### The metal 3 layer

(6 px per µm) Cells faint in the background.
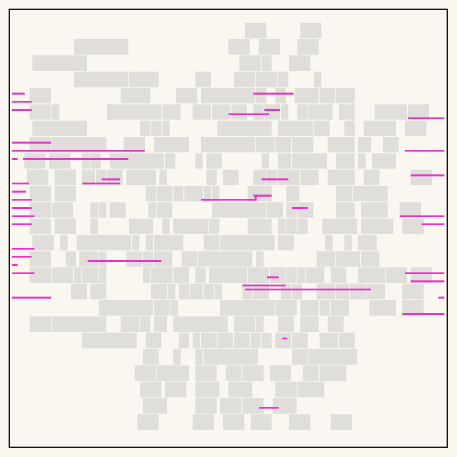
### Metal 1

(4 px per µm) Supply wires on this layer in gray.
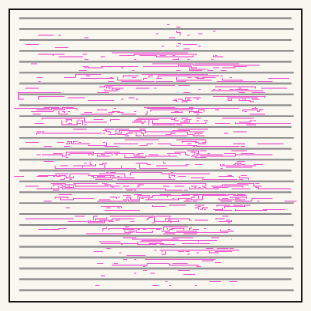
[src/rtl/contador_programa_pkg.sv]
// Shared encodings for the program counter / fetch sequencer: pcControle codes,
// sequencer states and the opcodes that involve it.
package contador_programa_pkg;

  localparam logic [2:0] PC_INC  = 3'b000;
  localparam logic [2:0] PC_J    = 3'b001;
  localparam logic [2:0] PC_BR   = 3'b010;
  localparam logic [2:0] PC_JR   = 3'b011;
  localparam logic [2:0] PC_HOLD = 3'b111;

  localparam logic [5:0] OP_HLT = 6'd18;
  localparam logic [5:0] OP_IN  = 6'd19;

  typedef enum logic [2:0] {
    EXEC      = 3'd0,
    ESPERA_IN = 3'd1,
    CAPTURA   = 3'd2,
    GRAVA     = 3'd3,
    PARADO    = 3'd4
  } estado_t;

  // Codes 100/101/110 carry no meaning and fall back to a plain increment.
  function automatic logic codigo_reservado(input logic [2:0] codigo);
    return (codigo == 3'b100) || (codigo == 3'b101) || (codigo == 3'b110);
  endfunction

endpackage

[src/rtl/contador_programa_filtro_botao.sv]
// Confirm-button conditioning: 2-flop synchroniser, optional debounce filter
// (enabled by defining DEBOUNCE_EN) and a rising-edge one-cycle pulse.
module filtro_botao #(
  parameter int DEB_CYCLES = 50000
) (
  input  logic clk_i,
  input  logic rst_ni,
  input  logic botao_i,
  output logic confirma_o
);

  logic sync1_q;
  logic sync2_q;
  logic nivel_s;
  logic anterior_q;

  // Two-stage synchroniser for the asynchronous push-button.
  always_ff @(posedge clk_i or negedge rst_ni) begin
    if (!rst_ni) begin
      sync1_q <= 1'b0;
      sync2_q <= 1'b0;
    end else begin
      sync1_q <= botao_i;
      sync2_q <= sync1_q;
    end
  end

`ifdef DEBOUNCE_EN
  localparam int CNT_W = (DEB_CYCLES > 1) ? $clog2(DEB_CYCLES) : 1;

  logic [CNT_W-1:0] cnt_q;
  logic [CNT_W-1:0] cnt_d;
  logic             filtrado_q;
  logic             filtrado_d;

  // The filtered level only follows after DEB_CYCLES consecutive differing samples.
  always_comb begin
    cnt_d      = cnt_q;
    filtrado_d = filtrado_q;
    if (sync2_q != filtrado_q) begin
      if (cnt_q == CNT_W'(DEB_CYCLES - 1)) begin
        filtrado_d = sync2_q;
        cnt_d      = '0;
      end else begin
        cnt_d = cnt_q + CNT_W'(1'b1);
      end
    end else begin
      cnt_d = '0;
    end
  end

  // Debounce counter and filtered level.
  always_ff @(posedge clk_i or negedge rst_ni) begin
    if (!rst_ni) begin
      cnt_q      <= '0;
      filtrado_q <= 1'b0;
    end else begin
      cnt_q      <= cnt_d;
      filtrado_q <= filtrado_d;
    end
  end

  assign nivel_s = filtrado_q;
`else
  logic unused_deb_s;
  assign unused_deb_s = (DEB_CYCLES == 0);
  assign nivel_s      = sync2_q;
`endif

  // Previous conditioned level, used for the rising-edge detector.
  always_ff @(posedge clk_i or negedge rst_ni) begin
    if (!rst_ni) begin
      anterior_q <= 1'b0;
    end else begin
      anterior_q <= nivel_s;
    end
  end

  assign confirma_o = nivel_s & ~anterior_q;

endmodule

[src/rtl/contador_programa.sv]
// Program counter and fetch sequencer: PC update, IN confirm handshake and HALT.
// Define DEBOUNCE_EN to filter the confirm button over DEB_CYCLES stable cycles.
module contador_programa
  import contador_programa_pkg::*;
#(
  parameter int ADDR_W     = 10,
  parameter int OFFSET_W   = 10,
  parameter int RESET_PC   = 0,
  parameter int DEB_CYCLES = 50000
) (
  input  logic                clock,
  input  logic                reset,
  input  logic [2:0]          pcControle,
  input  logic                estagioEntradaUC,
  input  logic [ADDR_W-1:0]   enderecoSalto,
  input  logic [OFFSET_W-1:0] offsetDesvio,
  input  logic [31:0]         enderecoRegistrador,
  input  logic                botaoConfirma,
  output logic [ADDR_W-1:0]   pc,
  output logic                estagioEntradaSwitch,
  output logic                estagioEntradaBanco,
  output logic                parado
);

  localparam int EXT_W = (ADDR_W > OFFSET_W) ? ADDR_W : OFFSET_W;

  estado_t             estado_q;
  estado_t             estado_d;
  logic [ADDR_W-1:0]   pc_q;
  logic [ADDR_W-1:0]   pc_d;
  logic                switch_q;
  logic                switch_d;
  logic                banco_q;
  logic                banco_d;
  logic                parado_q;
  logic                parado_d;
  logic                confirma_s;
  logic [2:0]          codigo_s;
  logic [ADDR_W-1:0]   pc_inc_s;
  logic [EXT_W-1:0]    desvio_s;
  logic                unused_s;

  filtro_botao #(
    .DEB_CYCLES (DEB_CYCLES)
  ) u_filtro_botao (
    .clk_i      (clock),
    .rst_ni     (reset),
    .botao_i    (botaoConfirma),
    .confirma_o (confirma_s)
  );

  assign codigo_s = codigo_reservado(pcControle) ? PC_INC : pcControle;
  assign pc_inc_s = pc_q + ADDR_W'(1'b1);
  // Branch target is pc+1+offset, computed wide enough for either operand and truncated.
  assign desvio_s = EXT_W'(pc_q) + EXT_W'(1'b1) + EXT_W'($signed(offsetDesvio));
  assign unused_s = ^enderecoRegistrador;

  // Sequencer state register.
  always_ff @(posedge clock or negedge reset) begin
    if (!reset) begin
      estado_q <= EXEC;
    end else begin
      estado_q <= estado_d;
    end
  end

  // Sequencer next-state logic.
  always_comb begin
    estado_d = estado_q;
    case (estado_q)
      EXEC: begin
        if (codigo_s == PC_HOLD) begin
          estado_d = estagioEntradaUC ? ESPERA_IN : PARADO;
        end else begin
          estado_d = EXEC;
        end
      end
      ESPERA_IN: begin
        if (confirma_s) begin
          estado_d = CAPTURA;
        end else begin
          estado_d = ESPERA_IN;
        end
      end
      CAPTURA: estado_d = GRAVA;
      GRAVA:   estado_d = EXEC;
      PARADO:  estado_d = PARADO;
      default: estado_d = EXEC;
    endcase
  end

  // PC next value and flags, derived from the state being entered so they register cleanly.
  always_comb begin
    pc_d     = pc_q;
    switch_d = (estado_d == CAPTURA) || (estado_d == GRAVA);
    banco_d  = (estado_d == GRAVA);
    parado_d = (estado_d == PARADO);
    case (estado_q)
      EXEC: begin
        case (codigo_s)
          PC_INC:  pc_d = pc_inc_s;
          PC_J:    pc_d = enderecoSalto;
          PC_BR:   pc_d = desvio_s[ADDR_W-1:0];
          PC_JR:   pc_d = enderecoRegistrador[ADDR_W-1:0];
          PC_HOLD: pc_d = pc_q;
          default: pc_d = pc_inc_s;
        endcase
      end
      GRAVA:   pc_d = pc_inc_s;
      default: pc_d = pc_q;
    endcase
  end

  // PC and registered control-unit flags.
  always_ff @(posedge clock or negedge reset) begin
    if (!reset) begin
      pc_q     <= ADDR_W'(RESET_PC);
      switch_q <= 1'b0;
      banco_q  <= 1'b0;
      parado_q <= 1'b0;
    end else begin
      pc_q     <= pc_d;
      switch_q <= switch_d;
      banco_q  <= banco_d;
      parado_q <= parado_d;
    end
  end

  assign pc                   = pc_q;
  assign estagioEntradaSwitch = switch_q;
  assign estagioEntradaBanco  = banco_q;
  assign parado               = parado_q;

endmodule

[config.mk]
export PLATFORM = sky130hd
export DESIGN_NAME = contador_programa
export DESIGN_NICKNAME = d
export VERILOG_FILES = /design/src/rtl/contador_programa_pkg.sv /design/src/rtl/contador_programa_filtro_botao.sv /design/src/rtl/contador_programa.sv
export SDC_FILE = /design/constraint.sdc
export NUM_CORES = 1
export LEC_CHECK = 0
export ABC_AREA = 0
export CAP_MARGIN = 5
export CORE_MARGIN = 2
export CORE_UTILIZATION = 35
export DETAILED_ROUTE_END_ITERATION = 7
export GPL_ROUTABILITY_DRIVEN = 0
export PLACE_DENSITY = 0.71
export RECOVER_POWER = 100
export SYNTH_ARGS = -nofsm -noshare
export SYNTH_HDL_FRONTEND = slang
export SYNTH_HIERARCHICAL = 1
export SYNTH_SLANG_ARGS = --single-unit
export TNS_END_PERCENT = 1
[constraint.sdc]
create_clock -name clock -period 2.6 [get_ports clock]
set_clock_uncertainty 0.15 [all_clocks]
set_input_delay 0.26 -clock clock [delete_from_list [all_inputs] [get_ports clock]]
set_output_delay 0.26 -clock clock [all_outputs]
set_load 0.01 [all_outputs]
==> impl_metrics.toml <==
# generated from flow reports
[final_timing]
worstMarginPinSlew_ps = 1014
max_freq_mhz = 396.3
rsz0062_at_grt = "true"
setup_slack_ps = 76.46

[synth]
ys_sh_xor = 0.08919
ff_type = "dfrtp_1"
synthArstFlopShare = 1.000
ys_sh_adder = 0.09524
edf_count = 0
aoi_share = 0.2328

[setup_path]
crit_end = "pc[9]"
start_kind = "flip-flop"
rrSetupSlack_ps = 80
worstPathCellList = "ha_4 -> and3_4 -> nand3_2 -> xnor2_2 -> ha_2 -> buf_4 -> o21ai_0 -> nand2b_1 -> a21o_1 -> o21ai_4 -> xnor2_1 -> o221ai_1"
arrival_ps = 2480
path_class = "flip-flop to flip-flop"
cp_max_fo = 5
critical_path.startpoint = "pc[0]"

[global_route]
grt_max_degree = 20
grt_pass1_vias = 1556
antenna_found_initial = 0

[clocking]
cts_setup_buffers = 1
cts_tree = "built"
post_cts_resized = 2
clk_latency_ps = 250

[pwr]
p_comb_uw = 1710
p_sw_frac = 0.4307
power.total_uw = 2449
p_seq_uw = 541
seq_power_share = 0.221
power.switching_uw = 1055

[die]
rows = 25
fp_util = 0.3576
fp.dieW_um = 72.77

[cells_and_area]
comb_cells = 156
nNonClkBuffers = 75
logic_area_mm2 = 0.001234
fin_cells = 312
final_layout_size_suffix_gt1_frac = 0.2364
fin_nets = 330
largest_reg_flops = 10
flop_area_um2 = 475.5

[routing]
ant_nets = 0
wl_met2_mm = 2.053
first_pass_iters = 5
wire_per_inst_um = 13.84
drt_iter0_drc = 78

[outcome]
outcome = "completed"

[placement]
dp_slack_ps = -98.29
Notes on 'The metal 3 layer' above:
share of all routed wire: 5.1%
main direction: horizontal
wire length on this layer: 221 µm
nets with wire on the layer: 38
longest straight run: 21.8 µm

Notes on 'Metal 1' above:
nets with wire on the layer: 261
longest straight run: 23.0 µm
wire length on this layer: 2000 µm

==> critical path, delay by kind of cell (launching register included) <==
| kind | cells | cell delay [ps] |
|---|---|---|
| buffers and inverters | 1 | 150 |
| and+or+nand+nor | 3 | 400 |
| AOI/OAI and AO/OA | 4 | 570 |
| DFF | 1 | 420 |
| adders and majority gates | 2 | 380 |
| xor gates and xnor gates | 2 | 290 |
==> cell usage in the layout, fill, tap and decap left out, types with 4 or more instances in the layout <==
cell / instances
mux2i_1: 6
nor2_1: 15
nand2_1: 13
inv_1: 4
mux2_2: 6
nand3b_1: 4
buf_4: 24
a21oi_1: 14
nor3_1: 5
dfrtp_1: 19
xor2_1: 7
dlygate4sd3_1: 12
clkdlybuf4s50_1: 37
ha_1: 6
xnor2_1: 5
a21o_1: 5
ha_2: 4
o21ai_0: 13
